==> config.mk <==
export PLATFORM = sky130hd
export DESIGN_NAME = dcache_stb_wport_flat
export DESIGN_NICKNAME = d
export VERILOG_FILES = /design/src/rtl/dcache_stb_wport_if.sv /design/src/rtl/dcache_stb_wport.sv /design/src/flat_wrapper.sv
export SDC_FILE = /design/constraint.sdc
export NUM_CORES = 1
export LEC_CHECK = 0
export CELL_PAD_IN_SITES_DETAIL_PLACEMENT = 1
export CELL_PAD_IN_SITES_GLOBAL_PLACEMENT = 2
export CORE_UTILIZATION = 34
export CTS_BUF_LIST = sky130_fd_sc_hd__clkbuf_16
export CTS_CLUSTER_SIZE = 28
export DETAILED_ROUTE_END_ITERATION = 10
export GPL_TIMING_DRIVEN = 0
export PLACE_DENSITY = 0.78
export RECOVER_POWER = 25
export SYNTH_ARGS = -nofsm -noshare
export SYNTH_HDL_FRONTEND = slang
export SYNTH_SLANG_ARGS = --single-unit
==> constraint.sdc <==
create_clock -name clk -period 3.41 [get_ports clk]
set_input_delay 0.341 -clock clk [delete_from_list [all_inputs] [get_ports clk]]
set_output_delay 0.341 -clock clk [all_outputs]
set_load 0.005 [all_outputs]
run_1/gates.png
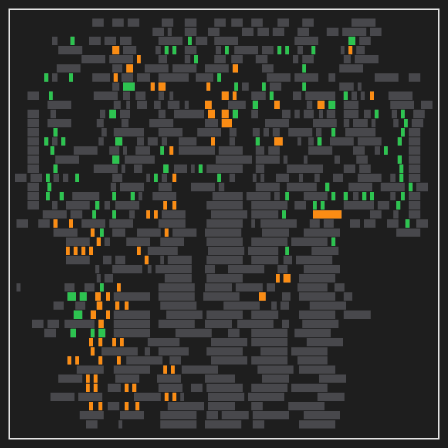
Key: nand cells = green [cells 82]; nor cells = orange [cells 73]
Cell Count, Final, Fillers Out: 769
logic share of the area: 26.8%

run_1/ff_map.png
The bar under the picture is 50 um long. Other sequential cells in the stronger gray, the rest of the logic in the fainter gray.
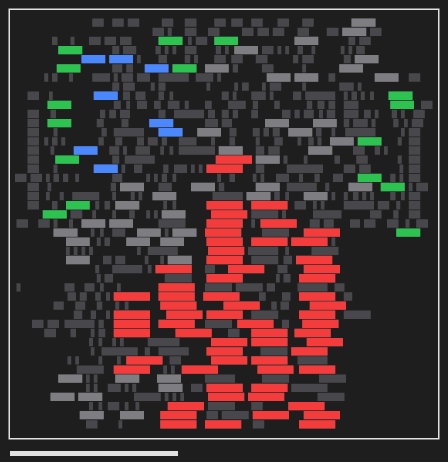
Key: u_core.bus.dcache2mem_wdata = green [placed flops 16]; u_core.tag_q = red [placed flops 64]; u_core.hit_count = blue [placed flops 8, where upper left]
post-layout util: 46.2%
fraction of area in registers: 46.7%
Sequential Power: 1.87 mW

run_1/congestion_map.png
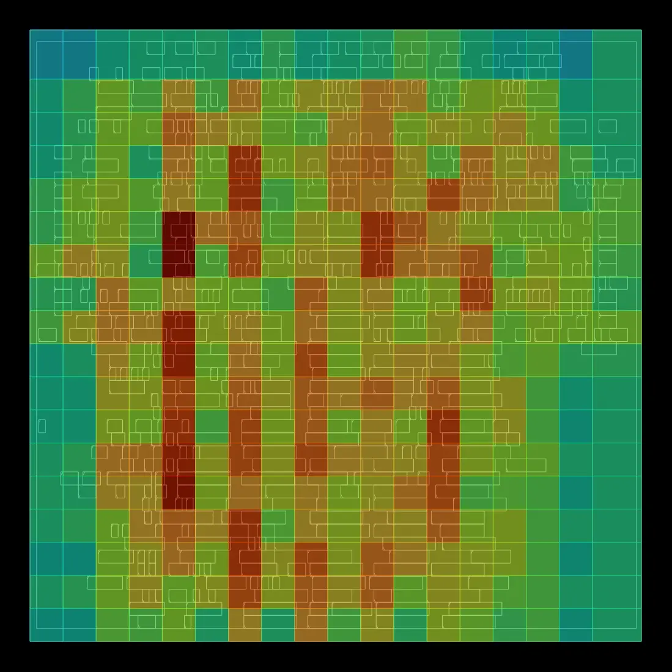
GR Util met1: 22.6%
met2 usage: 31.3%

==> flow_summary.json <==
{
  "routedWlPerCell_um": 18.4,
  "power_leader": "the clock network",
  "slowest_delay_ns": 0.55,
  "cts_hold_buf": 0,
  "place_ws_ns": 0.119,
  "yosys.area.top_type": "edfxtp_1",
  "nClkBuffers": 17,
  "path_cells": "buf_6 -> clkbuf_1 -> mux4_2 -> a22oi_1 -> nand2_1 -> xor2_1 -> nor4b_4 -> buf_6 -> buf_8 -> a21oi_1 -> a31o_1",
  "yosys_cells": 443,
  "grt_pass1_wl_mm": 21.9,
  "path_buffers": 4,
  "track_usage_pct": 18.3,
  "fin_area_sq_um": 7070,
  "diodes": 0,
  "hold_violations": 0,
  "via_per_inst": 4.91,
  "gr-total-overflow": 0,
  "start_kind": "flip-flop",
  "peakVddDrop_uv": 397,
  "cts_resized": 0,
  "yosysWarnings": 0,
  "cp-end-kind": "flip-flop",
  "grt_max_degree": 17,
  "fill_cells": 1651,
  "yosys.area.top_type_share_pct": 35.9,
  "flop_cell": "dfxtp_1",
  "buffer_area_share_pct": 13.6,
  "comb_power_share_pct": 17.4,
  "rsz0062_at_grt": "false",
  "fin_crit_sh_pct": 95.2,
  "taps": 211,
  "setup_ws_ns": 0.164,
  "ys_sh_xor_pct": 1.14,
  "fin_crit_ns": 3.25,
  "hpwlAfterDp_mm": 10.2,
  "largest_class": "registers",
  "clk-insertion-delay-late_ns": 0.42,
  "ys_types": 52,
  "hold_depth": 3,
  "fp_util_pct": 35.0,
  "flops": 133,
  "netlist_instances": 443,
  "setup_violations": 0,
  "switching_power_mw": 1.17,
  "ant_nets": 0,
  "outcome": "finished, final reports clean",
  "pwr-share-seq_pct": 41.1,
  "logic_area_sq_um": 1900,
  "inverters": 10,
  "clk_share_pct": 8.63,
  "powerDensity_nw_per_um2": 643,
  "cap_viol_max_count": 0,
  "netlist_area_sq_um": 5360,
  "mostFrequentLayoutCells": "80 x clkdlybuf4s50_1, 69 x dfxtp_1, 68 x nand2_1",
  "drt-total-wl_mm": 14.1,
  "p_leak_nw": 2.45,
  "crit_arrival_ns": 3.56,
  "synth_nets": 506,
  "layout.nets": 609,
  "crit_path_top_delay_cell": "nor4b_4",
  "hold_ws_ns": 0.431,
  "clock-sinks": 133,
  "io_buffers": 84,
  "max_freq_mhz": 308,
  "ff2ff_path_depth": 11,
  "drtIter0Drc": 220,
  "avgSynthCellArea_sq_um": 12.1,
  "ys_top_logic_family": "simple AND/OR/NAND/NOR gates",
  "cts-root-buf": "clkbuf_16",
  "adder_share_pct": 1.40,
  "edf_count": 64,
  "clk_pin_slew_worst_paths_ns": 0.06,
  "ys_chip_area_sq_um": 5360,
  "drive_gt1_share_pct": 13.3,
  "nNonClkBuffers": 107,
  "crit_type": "reg -> reg",
  "hp-class": "in -> reg",
  "slew_headroom_pct": 18.7,
  "comb_cells": 277,
  "ys_sh_mux_pct": 11.0,
  "worst-path-max-fanout": 10,
  "drcViolationCount": 0,
  "path_common_cell": "buf_6",
  "crit_cells": 11,
  "first_global_vias": 4028,
  "p_clk_mw": 1.89,
  "layout_top_cell": "clkdlybuf4s50_1",
  "fp.dieH_um": 128,
  "largest_reg_flops": 64,
  "netSwitchingFraction_pct": 25.7,
  "clkPwrFrac_pct": 41.5,
  "ys_sh_simple_pct": 15.5,
  "grt_antenna_before_repair": 0,
  "warning_count": 45,
  "cts_setup_buffers": 0,
  "area_delta_synth_final_pct": 32.0,
  "seqCellArea_sq_um": 3300,
  "internal_power_mw": 3.38,
  "p_comb_mw": 0.791,
  "dr.pass1.iters": 4,
  "numSynthFlops": 133,
  "cts_buffer_depth": 2,
  "fp-row-count": 45,
  "async_flop_share_pct": 0,
  "r2r_slack_ns": 0.16,
  "core_area_sq_um": 15300,
  "place_area_sq_um": 6460,
  "worstMarginPinSlew_ns": 1.21,
  "die-area_sq_um": 16300,
  "io_pins": 104,
  "place.gp.congestion": 0.763,
  "critPathTopFamily": "buffers and inverters",
  "ys_seq_share_pct": 61.6,
  "finalPower_mw": 4.55,
  "setup_tns_ns": 0,
  "vias": 3775,
  "crit_required_ns": 3.72,
  "topCellsByArea": "edfxtp_1 36%, dfxtp_1 26%, mux4_2 8.4%",
  "clock-skew-final_ns": 0.00705,
  "ys_sh_aoi_pct": 6.42,
  "die_x_um": 128,
  "cts_tree": "built",
  "slew_violations": 0,
  "htree_levels": 4,
  "cts_buffers": 17
}
## run 1: Yosys cell counts (all sizes together), types with 8 or more instances
cell type   n
inv        10
edfxtp     64
nor2b       8
mux4       21
mux2        8
clkbuf     12
a21oi      37
nor2       54
buf        11
and3        8
dfxtp      69
nand2      68
## run 1: per-layer routing
layer / vias up / GRT usage, % / wire, um
met2: 84 / 31.3 / 7160
met3: 17 / 4.19 / 493
met1: 1880 / 22.6 / 6270
met4: 0 / 6.86 / 192
met5: - / 0 / 0
li1: 1794 / - / -
## run 1: per-stage QoR
step | std cells | utilization (%)
after floorplan | 443 | -
after global placement | 738 | 42.2
after detailed placement | 738 | 42.2
after CTS | 769 | 46.2
after global routing | 769 | 46.2
final | 769 | 46.2
Power and IR drop assume default switching activity.
